==> src/rtl/settings_pkg.sv <==
// Shared settings for the memory checker datapath: address width, default
// result-stage parameters, and the types exchanged with the CSR block.
package settings_pkg;

  localparam int CTRL_ADDR_W = 32;

  localparam int DEF_ERR_CNT_W      = 16;
  localparam int DEF_STAT_CNT_W     = 32;
  localparam int DEF_TIMEOUT_CYCLES = 4096;
  localparam bit DEF_STOP_ON_ERROR  = 1'b1;

  typedef enum logic [1:0] {
    ST_IDLE  = 2'd0,
    ST_RUN   = 2'd1,
    ST_DRAIN = 2'd2,
    ST_DONE  = 2'd3
  } result_state_t;

  typedef struct packed {
    logic                      error_flg;
    logic                      timeout_flg;
    logic [CTRL_ADDR_W-1:0]    first_error_addr;
    logic [DEF_ERR_CNT_W-1:0]  error_cnt;
    logic [DEF_STAT_CNT_W-1:0] checked_word_cnt;
    logic [DEF_STAT_CNT_W-1:0] test_cycle_cnt;
  } result_struct_t;

  // Watchdog counter width; a one-cycle timeout still needs a 1-bit counter.
  function automatic int idle_cnt_width(input int cycles);
    return (cycles > 1) ? $clog2(cycles) : 1;
  endfunction

endpackage

==> src/rtl/sat_counter.sv <==
// Saturating up-counter with synchronous clear; holds at all-ones instead
// of wrapping so statistics never under-report after overflow.
module sat_counter #(
  parameter int WIDTH = 8
) (
  input  logic             clk_i,
  input  logic             rst_i,
  input  logic             clr,
  input  logic             inc,
  output logic [WIDTH-1:0] cnt
);

  always_ff @(posedge clk_i) begin
    // NOTE: state is updated with <= so every flop samples pre-edge values.
    if (rst_i || clr) begin
      cnt <= '0;
    end else if (inc && (cnt != '1)) begin
      cnt <= cnt + WIDTH'(1);
    end
  end

endmodule

==> src/rtl/result_block.sv <==
// Final memory-checker stage: tracks the test state machine, accumulates
// verdict statistics and presents registered results to the control block.
module result_block
  import settings_pkg::*;
#(
  parameter int ERR_CNT_W      = DEF_ERR_CNT_W,
  parameter int STAT_CNT_W     = DEF_STAT_CNT_W,
  parameter int TIMEOUT_CYCLES = DEF_TIMEOUT_CYCLES,
  parameter bit STOP_ON_ERROR  = DEF_STOP_ON_ERROR
) (
  input  logic                   clk_i,
  input  logic                   rst_i,
  input  logic                   start_test_i,
  input  logic                   trans_done_stb_i,
  input  logic                   cmp_busy_i,
  input  logic                   check_result_valid_i,
  input  logic                   check_result_i,
  input  logic [CTRL_ADDR_W-1:0] check_error_address_i,
  output logic                   test_busy_o,
  output logic                   test_done_o,
  output logic                   test_done_stb_o,
  output logic                   error_flg_o,
  output logic                   timeout_flg_o,
  output logic [CTRL_ADDR_W-1:0] first_error_addr_o,
  output logic [ERR_CNT_W-1:0]   error_cnt_o,
  output logic [STAT_CNT_W-1:0]  checked_word_cnt_o,
  output logic [STAT_CNT_W-1:0]  test_cycle_cnt_o
);

  localparam int                IDLE_W    = idle_cnt_width(TIMEOUT_CYCLES);
  localparam logic [IDLE_W-1:0] IDLE_LAST = IDLE_W'(TIMEOUT_CYCLES - 1);

  result_state_t     state;
  logic [IDLE_W-1:0] idle_cnt;

  logic active;
  logic running;
  logic accept;
  logic err_hit;
  logic timeout_hit;
  logic end_test;
  logic enter_drain;

  // A start pulse pre-empts everything, so all events below are masked by it.
  assign active      = (state == ST_RUN) || (state == ST_DRAIN);
  assign running     = active && !start_test_i;
  assign accept      = running && check_result_valid_i;
  assign err_hit     = accept && check_result_i;
  assign timeout_hit = running && !check_result_valid_i && (idle_cnt == IDLE_LAST);
  assign end_test    = (err_hit && STOP_ON_ERROR) || timeout_hit ||
                       (running && (state == ST_DRAIN) && !cmp_busy_i);
  assign enter_drain = running && (state == ST_RUN) && trans_done_stb_i;

  sat_counter #(.WIDTH(ERR_CNT_W)) u_err_cnt (
    .clk_i (clk_i),
    .rst_i (rst_i),
    .clr   (start_test_i),
    .inc   (err_hit),
    .cnt   (error_cnt_o)
  );

  sat_counter #(.WIDTH(STAT_CNT_W)) u_word_cnt (
    .clk_i (clk_i),
    .rst_i (rst_i),
    .clr   (start_test_i),
    .inc   (accept),
    .cnt   (checked_word_cnt_o)
  );

  sat_counter #(.WIDTH(STAT_CNT_W)) u_cycle_cnt (
    .clk_i (clk_i),
    .rst_i (rst_i),
    .clr   (start_test_i),
    .inc   (running),
    .cnt   (test_cycle_cnt_o)
  );

  always_ff @(posedge clk_i) begin
    if (rst_i) begin
      state              <= ST_IDLE;
      idle_cnt           <= '0;
      test_busy_o        <= 1'b0;
      test_done_o        <= 1'b0;
      test_done_stb_o    <= 1'b0;
      error_flg_o        <= 1'b0;
      timeout_flg_o      <= 1'b0;
      first_error_addr_o <= '0;
    end else begin
      test_done_stb_o <= 1'b0;
      if (start_test_i) begin
        state              <= ST_RUN;
        idle_cnt           <= '0;
        test_busy_o        <= 1'b1;
        test_done_o        <= 1'b0;
        error_flg_o        <= 1'b0;
        timeout_flg_o      <= 1'b0;
        first_error_addr_o <= '0;
      end else if (active) begin
        if (accept) begin
          idle_cnt <= '0;
        end else if (!timeout_hit) begin
          idle_cnt <= idle_cnt + IDLE_W'(1);
        end

        if (err_hit) begin
          error_flg_o <= 1'b1;
          if (!error_flg_o) begin
            first_error_addr_o <= check_error_address_i;
          end
        end

        if (end_test) begin
          state           <= ST_DONE;
          test_busy_o     <= 1'b0;
          test_done_o     <= 1'b1;
          test_done_stb_o <= 1'b1;
          timeout_flg_o   <= timeout_hit;
        end else if (enter_drain) begin
          state <= ST_DRAIN;
        end
      end
    end
  end

endmodule

==> config.mk <==
export PLATFORM = sky130hd
export DESIGN_NAME = result_block
export DESIGN_NICKNAME = d
export VERILOG_FILES = /design/src/rtl/settings_pkg.sv /design/src/rtl/sat_counter.sv /design/src/rtl/result_block.sv
export SDC_FILE = /design/constraint.sdc
export NUM_CORES = 1
export LEC_CHECK = 0
export CAP_MARGIN = 20
export CELL_PAD_IN_SITES_DETAIL_PLACEMENT = 0
export CELL_PAD_IN_SITES_GLOBAL_PLACEMENT = 1
export CORE_MARGIN = 4
export CORE_UTILIZATION = 40
export CTS_BUF_LIST = sky130_fd_sc_hd__clkbuf_4 sky130_fd_sc_hd__clkbuf_8
export CTS_CLUSTER_DIAMETER = 50
export DETAILED_ROUTE_END_ITERATION = 8
export GPL_ROUTABILITY_DRIVEN = 0
export GPL_TIMING_DRIVEN = 0
export PLACE_DENSITY_LB_ADDON = 0.3
export SLEW_MARGIN = 20
export SYNTH_ARGS = -nofsm -noshare
export SYNTH_HDL_FRONTEND = slang
export SYNTH_SLANG_ARGS = --single-unit
==> constraint.sdc <==
create_clock -name clk_i -period 5 [get_ports clk_i]
set_clock_uncertainty 0.1 [all_clocks]
set_input_delay 0.75 -clock clk_i [delete_from_list [all_inputs] [get_ports clk_i]]
set_output_delay 0.75 -clock clk_i [all_outputs]
set_load 0.005 [all_outputs]
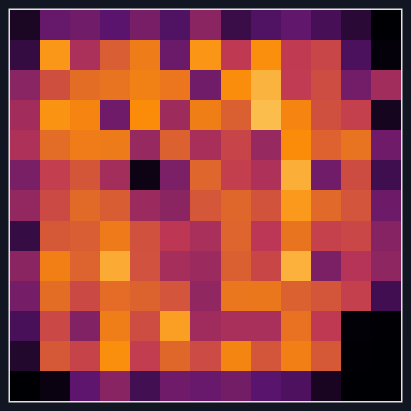
(images/cell_density.png)
Drawn at 3 px/um. The die is cut into 13 by 13 equal tiles; black is low, pale yellow is high, 0 to 100% covered.
8.3% of the tiles are over 75% full. The mean over all tiles is 47%. 5.3% of the tiles are nearly empty. The emptiest ninth of the die: south-east. The fullest tile reaches 86%.
Core Footprint: 14600 um2
FP Core Util: 0.410
Final Util: 0.563

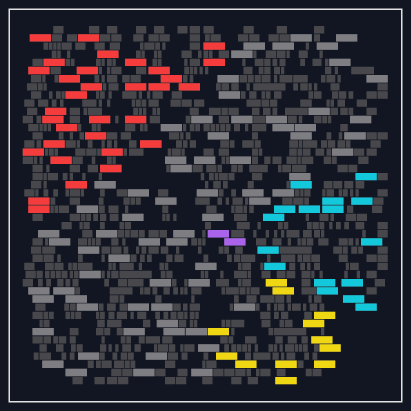
(images/flops_by_reg.png)
Drawn at 3 px/um. Other sequential cells in the stronger grey, the rest of the logic in the fainter grey.
Cyan marks u_err_cnt.cnt, flops 16, where east. Red marks first_error_addr_o, flops 32, where north-west. Purple marks state, flops 2. Yellow marks idle_cnt, flops 12.
Another 69 sequential cells are not coloured.

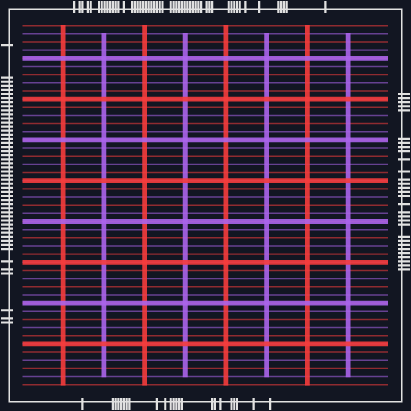
(images/power_grid.png)
Drawn at 3 px/um. Pins as bars on the die edge.
Purple marks VDD. Red marks VSS.
The core has 44 rows. 8 straps on met4. 156 signal pins sit on the boundary. 45 met1 rails follow the rows.

==> impl_metrics.py <==
# Physical implementation metrics
metrics = {
    "layout": {
        "inv_count": 15,
        "clkCellAreaFrac": 0.0533,
        "n_all_buffers": 186,
        "stdcell_area_um2": 8210,
        "synthToLayoutAreaGrowth_pct": 37.2,
    },
    "synth": {
        "ys.flops": 131,
        "netlist_logic_family_top": "simple AND/OR/NAND/NOR gates",
        "ys_sh_xor": 0.0497,
        "top_cells_by_count": "dfxtp_1, nand2_1, a21oi_1",
    },
    "run": {
        "maxCapViolations": 0,
    },
    "timing": {
        "fin_crit_ns": 3.05,
        "whs_ns": 0.355,
        "max_freq_mhz": 328,
    },
    "drt": {
        "wl_per_cell_um": 16.1,
        "drt_iter0_drc": 354,
    },
    "clocking": {
        "htree_levels": 4,
        "post-cts-setup-buffer-count": 0,
    },
    "pwr": {
        "total_leakage_power_nw": 2.45,
        "cellPowerDensity_nw_per_um2": 261,
    },
    "run_status": {
        "status": "complete, no violations",
    },
    "floorplan": {
        "fp.dieW_um": 130,
    },
    "setup_path": {
        "worst-path-buf-inv": 5,
    },
}
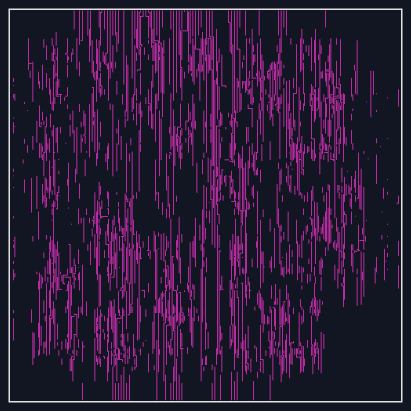
(images/layer_met2.png)
Drawn at 3 px/um.
The layer carries 8390 um of wire. The layer holds 48% of the routed length. 799 nets have wire on it.

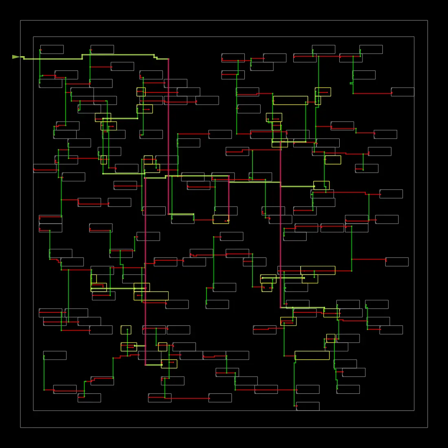
(images/clocks.png)
flip-flop and latch count: 131
P_clk: 0.999 mW

Power figures rest on the tool's default switching activity, not on a simulated workload.
